$ cat config.mk
export PLATFORM = sky130hd
export DESIGN_NAME = ram_arb
export DESIGN_NICKNAME = d
export VERILOG_FILES = /design/src/rtl/ram_arb.sv
export SDC_FILE = /design/constraint.sdc
export NUM_CORES = 1
export LEC_CHECK = 0
export CAP_MARGIN = 10
export CORE_ASPECT_RATIO = 0.75
export CORE_MARGIN = 8
export CORE_UTILIZATION = 35
export DETAILED_ROUTE_END_ITERATION = 10
export GPL_ROUTABILITY_DRIVEN = 0
export PLACE_DENSITY = 0.8
export SETUP_SLACK_MARGIN = 0.4
export SKIP_CTS_REPAIR_TIMING = 1
export SLEW_MARGIN = 20
export SYNTH_ARGS = -nofsm -noshare
export SYNTH_HDL_FRONTEND = slang
export SYNTH_SLANG_ARGS = --single-unit
$ cat constraint.sdc
create_clock -name clk -period 2.9 [get_ports clk]
set_clock_uncertainty 0.15 [all_clocks]
set_input_delay 0.58 -clock clk [delete_from_list [all_inputs] [get_ports clk]]
set_output_delay 0.58 -clock clk [all_outputs]
set_load 0.01 [all_outputs]
$ cat src/rtl/ram_arb.sv
// ram_arb: round-robin arbiter that shares one single-ported ram between two masters.
// Latency: ram_stb rises one cycle after the winning mN_stb is sampled; ack/err are returned combinationally.
// Backpressure: a master holds mN_stb until its mN_ack/mN_err; the losing master simply waits, and a watchdog aborts a stuck access.
// Ports:
//   clk, rst                   clock and asynchronous active-high reset
//   mN_stb/we/addr/data_in     request from master N (0 = CPU, 1 = display/DMA refill)
//   mN_data_out/ack/err        read data, completion pulse and timeout pulse to master N
//   ram_stb/we/addr/data_out   registered request to the ram
//   ram_data_in, ram_ack       read data and completion pulse from the ram
module ram_arb #(
  parameter int ADDR_W  = 22,
  parameter int DATA_W  = 32,
  parameter int TIMEOUT = 255
) (
  input  logic              clk,
  input  logic              rst,
  input  logic              m0_stb,
  input  logic              m0_we,
  input  logic [ADDR_W-1:0] m0_addr,
  input  logic [DATA_W-1:0] m0_data_in,
  output logic [DATA_W-1:0] m0_data_out,
  output logic              m0_ack,
  output logic              m0_err,
  input  logic              m1_stb,
  input  logic              m1_we,
  input  logic [ADDR_W-1:0] m1_addr,
  input  logic [DATA_W-1:0] m1_data_in,
  output logic [DATA_W-1:0] m1_data_out,
  output logic              m1_ack,
  output logic              m1_err,
  output logic              ram_stb,
  output logic              ram_we,
  output logic [ADDR_W-1:0] ram_addr,
  output logic [DATA_W-1:0] ram_data_out,
  input  logic [DATA_W-1:0] ram_data_in,
  input  logic              ram_ack
);

  typedef enum logic {IDLE, BUSY} state_t;

  // Last timer value before the watchdog fires.
  localparam logic [7:0] TMO_LAST = 8'(TIMEOUT - 1);

  state_t     state;
  logic       gnt;     // master currently owning the ram
  logic       last;    // master granted most recently
  logic [7:0] timer;   // cycles spent in BUSY without ram_ack
  logic       pick;    // master that wins arbitration this cycle
  logic       done;    // ram completed the access this cycle
  logic       tmo;     // watchdog abort this cycle

  // On a tie the master that was not served last wins.
  assign pick = (m0_stb && m1_stb) ? ~last : m1_stb;

  // ram_ack has priority over the watchdog when both land in the same cycle.
  assign done = (state == BUSY) && ram_ack;
  assign tmo  = (state == BUSY) && !ram_ack && (timer == TMO_LAST);

  assign m0_ack = done && !gnt;
  assign m1_ack = done &&  gnt;
  assign m0_err = tmo  && !gnt;
  assign m1_err = tmo  &&  gnt;

  // Read data is passed through unconditionally; only the ack cycle is meaningful.
  assign m0_data_out = ram_data_in;
  assign m1_data_out = ram_data_in;

  always_ff @(posedge clk or posedge rst) begin
    if (rst) begin
      state        <= IDLE;
      gnt          <= 1'b0;
      last         <= 1'b1;
      timer        <= 8'd0;
      ram_stb      <= 1'b0;
      ram_we       <= 1'b0;
      ram_addr     <= '0;
      ram_data_out <= '0;
    end else begin
      case (state)
        IDLE: begin
          if (m0_stb || m1_stb) begin
            gnt          <= pick;
            last         <= pick;
            ram_we       <= pick ? m1_we      : m0_we;
            ram_addr     <= pick ? m1_addr    : m0_addr;
            ram_data_out <= pick ? m1_data_in : m0_data_in;
            ram_stb      <= 1'b1;
            timer        <= 8'd0;
            state        <= BUSY;
          end
        end
        BUSY: begin
          if (done || tmo) begin
            // Always return to IDLE for at least one cycle between accesses.
            ram_stb <= 1'b0;
            state   <= IDLE;
          end else begin
            timer <= timer + 8'd1;
          end
        end
        default: state <= IDLE;
      endcase
    end
  end

endmodule

run_1/final_placement.png
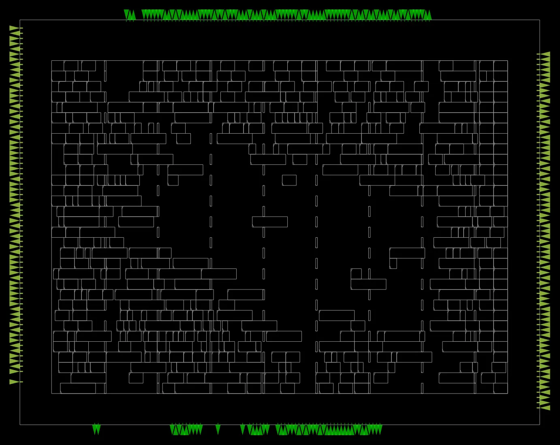
flip-flop and latch share of the layout cell area: 0.309
number of standard cells in the layout, taps in and fillers out: 623
number of sequential cells: 67
core area: 10400 sq um

run_1/wire_density.png
The die is cut into 27 by 21 equal tiles; black is low, pale yellow is high, scaled to the fullest tile. Values are wire area over tile area, all layers added.
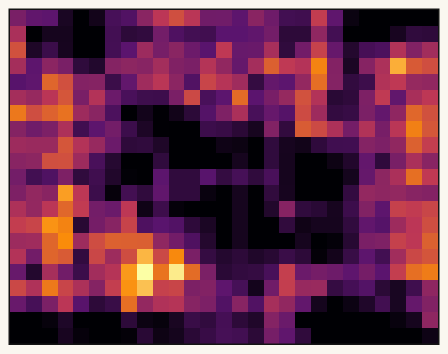
The fullest tile reaches 0.45. The mean over all tiles is 0.12. The densest ninth of the die: south-west.

==> PnR_summary.wiki, run 1 <==
== Metrics ==
{| class="wikitable"
! Metric !! Value
|-
| Number of register bits inferred by synthesis || 67
|-
| First-pass iteration count of the detailed router || 4
|-
| Number of fill cells || roughly 900
|-
| Violation tally from detailed-route iteration zero || 126
|-
| DR WL met3 || between 1 and 1.5 mm
|-
| Commonest cells in the synthesized netlist || 69 x buf_4, 66 x dfrtp_1, 58 x mux2i_1, 58 x nand2_1, 52 x o21ai_1
|-
| Register bank with the most flops || ram_data_out
|-
| Global route hottest layer || met2
|-
| VDD IR-drop max || 0.465 mV
|-
| Fmax achieved || approximately 400 MHz
|-
| RR Endpoint || ram_data_out[4]
|-
| Clock power share || 0.243
|-
| FF+latch area || 1680 sq um
|-
| Final worst path period need || 2.50 ns
|-
| Met2 WL || 4.86 mm
|-
| Maximum clock insertion buffer count || 2
|-
| Antenna diode count || 0
|-
| Max FFs per register || 32
|-
| Number of flops mapped to enable cells by yosys || 0
|-
| Smallest setup slack after layout || 0.397 ns
|-
| # clock sinks || around 67
|-
| FF-to-FF setup slack || 1.22 ns
|-
| Library cells used by synthesis || 37
|-
| Leak || approximately 2.4 nW
|-
| Portion of netlist area occupied by mux cells || 0.154
|-
| Largest stage delay on the critical path || 0.46 ns
|-
| Post-Route M1 WL || between 3 and 4 mm
|-
| Max Cap Viol || 0
|-
| Clock-pin slew on the worst setup and hold paths || about 0.05 ns
|-
| WP depth || 5
|-
| Post-place setup slack || 0.0129 ns
|-
| Combined area of all synthesized cells || 3770 sq um
|-
| Die ar. || 14400 sq um
|-
| Biggest area consumer among cell classes || buffers
|-
| Final-report hold violation count || 0
|-
| Number of remaining DRC errors || 0
|-
| Layout Area Growth over Synthesis || 44.3%
|-
| Share of final-layout standard cells stronger than drive strength 1 || 0.0842
|-
| Status || finished, final reports clean
|-
| Relative contribution of combinational cells to total power || 0.399
|}
run_1/met3.png
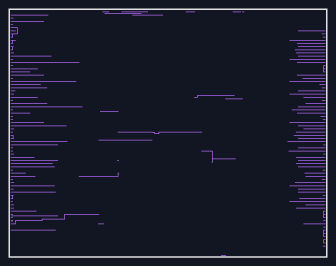
The layer holds 13% of the routed length. The longest straight run is 30.6 um. The layer carries 1310 um of wire. 127 nets have wire on it. The wires run mostly horizontal.
total wire length after detailed routing: 10.2 mm
M3 GR Usage: 0.0868
total number of vias: 2912

run_1/port_nets.png
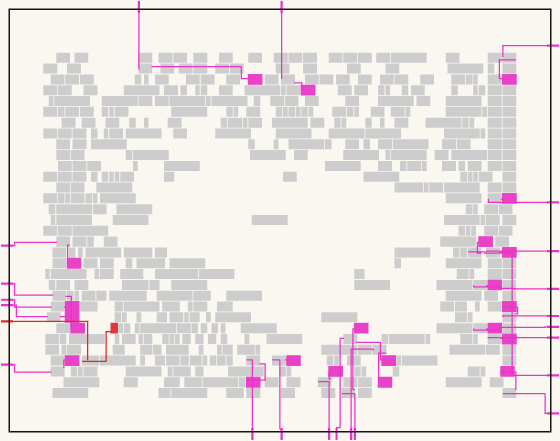
Magenta shows m0_addr, bits 22, direction input, edge 9 east, 6 south, 5 west, 2 north, end cells 22, wire 519 um. Red shows m0_ack, bits 1, direction output, edge west, end cells 1, wire 43.6 um.
# IOs: 271
# port buffers: 174

==> run 2: changes to the inputs <==
--- a/config.mk
+++ b/config.mk
@@ -9,6 +9,7 @@
 export CORE_ASPECT_RATIO = 0.75
 export CORE_MARGIN = 8
 export CORE_UTILIZATION = 35
+export CTS_CLUSTER_DIAMETER = 100
 export DETAILED_ROUTE_END_ITERATION = 10
 export GPL_ROUTABILITY_DRIVEN = 0
 export PLACE_DENSITY = 0.8
run_2/met3.png
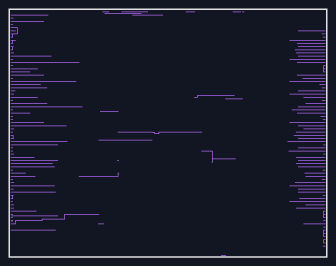
The longest straight run is 30.6 um. 127 nets have wire on it.

run_2/registers.png
Other sequential cells in the stronger gray, the rest of the logic in the fainter gray.
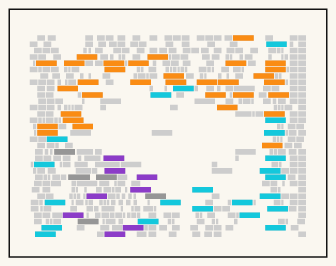
Cyan shows ram_addr, sequential cells 22. Purple shows timer, sequential cells 8. Orange shows ram_data_out, sequential cells 32.
Another 5 sequential cells are not colored.
post-layout utilization of the core: 0.524
Sequential Power: 0.00155 W
FF+latch area: 1680 sq um

run_2/wire_density.png
The die is cut into 27 by 21 equal tiles; black is low, pale yellow is high, scaled to the fullest tile. Values are wire area over tile area, all layers added.
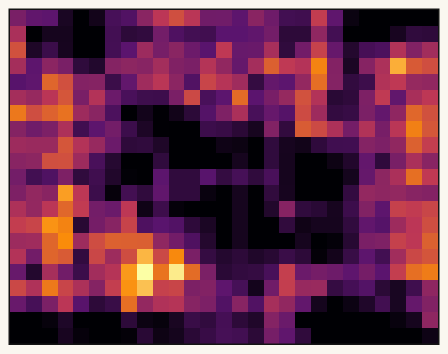
The fullest tile reaches 0.45. The emptiest ninth of the die: center. The densest ninth of the die: south-west.

==> PnR_summary.wiki, run 2 <==
== Metrics ==
{| class="wikitable"
! Metric !! Value
|-
| Count of buffer and inverter cells on the critical path || 2
|-
| Portion of netlist area occupied by mux cells || 0.154
|-
| Maximum clock insertion buffer count || 2
|-
| Total clock network power || 0.00105 W
|-
| ClkCell Share || 0.0522
|-
| Status || finished, final reports clean
|-
| Power per Cell Area || around 790 nW/um^2
|-
| Number of sequential cells || 67
|-
| Register bank with the most flops || ram_data_out
|-
| Biggest area consumer among cell classes || buffers
|-
| Critical Path Start || ram_ack
|-
| Via count of the first global-routing pass || ~3200
|-
| Core area || 10400 sq um
|-
| # clock sinks || 67
|-
| DR WL met3 || 1.31 mm
|-
| Die ar. || approximately 14000 sq um
|-
| Clock-pin slew on the worst setup and hold paths || 0.05 ns
|-
| Main combinational cell family by area after synthesis || buffers and inverters
|-
| RR Endpoint || ram_data_out[4]
|-
| M3 GR Usage || 0.0868
|-
| Violation tally from detailed-route iteration zero || about 130
|-
| Final-report hold violation count || 0
|-
| Leak || about 2.4 nW
|-
| Commonest cells in the synthesized netlist || 69 x buf_4, 66 x dfrtp_1, 58 x mux2i_1, 58 x nand2_1, 52 x o21ai_1
|-
| Chip height || 106 um
|-
| Global route hottest layer || met2
|-
| Fmax achieved || 399 MHz
|-
| Number of register bits inferred by synthesis || 67
|-
| Final non-clock buffer share || 0.337
|-
| Library cells used by synthesis || 37
|-
| Largest registers || ram_data_out (32), ram_addr (22), timer (8)
|-
| RSZ-0062 raised after global routing || true
|-
| Clock tree root driver cell || clkbuf_16
|-
| Met2 Resource Use GR || 0.234
|-
| Total number of vias || 2912
|-
| Crit-path max FO || 4
|-
| WP depth || 5
|-
| # IOs || 271
|-
| Number of buffers inserted during clock tree synthesis || 9
|-
| Pin count of the biggest net entering global routing || 114
|-
| Relative contribution of combinational cells to total power || 0.399
|-
| Residual antenna-violating net count after detailed routing || 0
|-
| Smallest setup slack after layout || 0.397 ns
|-
| Start-to-end type of the worst setup path || in2out
|-
| VDD IR-drop max || 0.465 mV
|-
| Post-place setup slack || 0.0129 ns
|-
| First-pass iteration count of the detailed router || 4
|-
| Largest stage delay on the critical path || 0.46 ns
|-
| Combined area of all synthesized cells || 3770 sq um
|-
| Max Cap Viol || 0
|-
| FF-to-FF setup slack || 1.22 ns
|-
| Worst endpoint required time || 2.17 ns
|-
| Number of flops mapped to enable cells by yosys || 0
|-
| Count of inverters other than clock inverters in the layout || 8
|-
| Clock power share || 0.243
|-
| Flip-flop and latch share of the layout cell area || 0.309
|-
| Final worst path period need || 2.50 ns
|-
| Share of final-layout standard cells stronger than drive strength 1 || 0.0842
|-
| Antenna diode count || 0
|-
| Number of remaining DRC errors || 0
|-
| # port buffers || 174
|-
| Max FFs per register || 32
|-
| Clock tree from TritonCTS || done
|-
| Post-Route M1 WL || approximately 3.9 mm
|-
| Number of standard cells in the layout, taps in and fillers out || 623
|-
| Sequential share of the synthesized area || 0.445
|-
| Met2 WL || 4.86 mm
|-
| Layout Area Growth over Synthesis || 44.3%
|-
| Total wire length after detailed routing || just over 10 mm
|-
| Adder Share, Synth || 0.00664
|-
| Number of fill cells || 900
|}
==> run 3: changes to the inputs <==
--- a/config.mk
+++ b/config.mk
@@ -12,7 +12,8 @@
 export CTS_CLUSTER_DIAMETER = 100
 export DETAILED_ROUTE_END_ITERATION = 10
 export GPL_ROUTABILITY_DRIVEN = 0
-export PLACE_DENSITY = 0.8
+export GPL_TIMING_DRIVEN = 1
+export PLACE_DENSITY = 0.83
 export SETUP_SLACK_MARGIN = 0.4
 export SKIP_CTS_REPAIR_TIMING = 1
 export SLEW_MARGIN = 20
run_3/port_nets.png
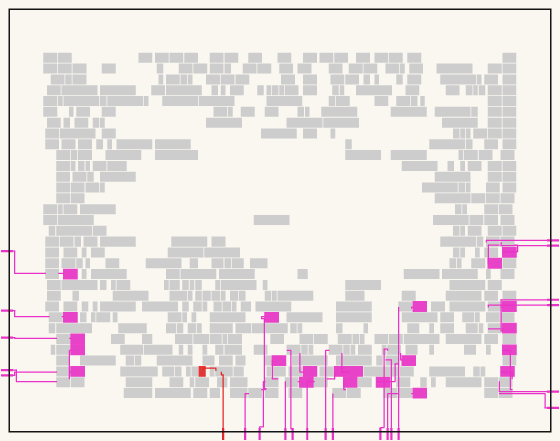
Magenta shows m0_addr, bits 22, direction input, edge 11 south, 6 east, 5 west, end cells 22, wire 447 um. Red shows m0_ack, bits 1, direction output, edge south, end cells 1, wire 18.8 um.

run_3/registers.png
Other sequential cells in the stronger gray, the rest of the logic in the fainter gray.
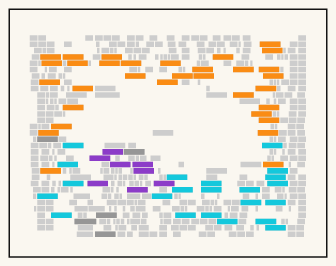
Purple shows timer, sequential cells 8. Cyan shows ram_addr, sequential cells 22. Orange shows ram_data_out, sequential cells 32.

run_3/final_placement.png
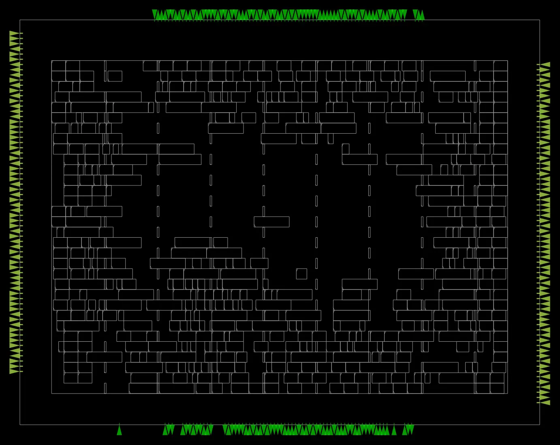
tap cell instance count: 136
flip-flop and latch share of the layout cell area: 0.307
post-layout utilization of the core: 0.527
number of standard cells in the layout, taps in and fillers out: 626
standard-cell rows: 32

==> PnR_summary.wiki, run 3 <==
== Metrics ==
{| class="wikitable"
! Metric !! Value
|-
| Status || finished, final reports clean
|-
| Post-Route M1 WL || roughly 3.7 mm
|-
| Combined area of all synthesized cells || 3770 sq um
|-
| Commonest cells in the synthesized netlist || 69 x buf_4, 66 x dfrtp_1, 58 x mux2i_1, 58 x nand2_1, 52 x o21ai_1
|-
| Sequential Power || 0.00155 W
|-
| Leak || 2.38 nW
|-
| M3 GR Usage || 0.0726
|-
| Clock tree root driver cell || clkbuf_16
|-
| Max Cap Viol || 0
|-
| Relative contribution of combinational cells to total power || 0.399
|-
| Residual antenna-violating net count after detailed routing || 0
|-
| Number of sequential cells || 67
|-
| Number of buffers inserted during clock tree synthesis || 9
|-
| Total number of vias || 2952
|-
| Global-route wire length before repair || roughly 16 mm
|-
| Biggest area consumer among cell classes || buffers
|-
| Final-report hold violation count || 0
|-
| Antenna diode count || 0
|-
| Layout Area Growth over Synthesis || 45.0%
|-
| Share of final-layout standard cells stronger than drive strength 1 || 0.0857
|-
| ClkCell Share || 0.0540
|-
| First-pass iteration count of the detailed router || 4
|-
| Count of buffer and inverter cells on the critical path || 2
|-
| Final non-clock buffer share || 0.340
|-
| Power per Cell Area || around 800 nW/um^2
|-
| Largest stage delay on the critical path || between 0.4 and 0.5 ns
|-
| Worst endpoint required time || 2.17 ns
|-
| Pin count of the biggest net entering global routing || around 60
|-
| Met2 WL || ~4.7 mm
|-
| Sequential share of the synthesized area || 0.445
|-
| Top logic cell by instance count in the layout || clkdlybuf4s50_1
|-
| Violation tally from detailed-route iteration zero || 157
|-
| Mapped Cells || 375
|-
| Number of register bits inferred by synthesis || 67
|-
| Post-place setup slack || 0.0745 ns
|-
| Global route hottest layer || met2
|-
| Clock tree from TritonCTS || done
|-
| Count of inverters other than clock inverters in the layout || 8
|-
| RR Endpoint || ram_data_out[19]
|-
| Total clock network power || 0.00106 W
|-
| FF+latch area || 1680 sq um
|-
| RSZ-0062 raised after global routing || false
|-
| DR WL met3 || roughly 1.2 mm
|-
| Core area || 10400 sq um
|-
| # IOs || 271
|-
| Clock power share || 0.245
|-
| Start-to-end type of the worst setup path || reg2out
|-
| Chip height || 106 um
|-
| Die ar. || between 10000 and 15000 sq um
|-
| Max FFs per register || 32
|-
| Total wire length after detailed routing || 9.88 mm
|-
| Final worst path period need || 2.49 ns
|-
| Largest registers || ram_data_out (32), ram_addr (22), timer (8)
|-
| Maximum clock insertion buffer count || 2
|-
| Adder Share, Synth || 0.00664
|-
| Met2 Resource Use GR || 0.229
|-
| Crit-path max FO || 6
|-
| WP depth || 6
|-
| Main combinational cell family by area after synthesis || buffers and inverters
|-
| Number of remaining DRC errors || 0
|-
| Number of fill cells || 916
|-
| # clock sinks || about 67
|-
| Critical Path Start || timer[0]
|-
| Via count of the first global-routing pass || 3146
|-
| FF-to-FF setup slack || around 1.2 ns
|-
| Number of flops mapped to enable cells by yosys || 0
|-
| Register bank with the most flops || ram_data_out
|-
| Clock-pin slew on the worst setup and hold paths || about 0.050 ns
|}
No activity file was given, so power comes from the tool's default toggle rates.
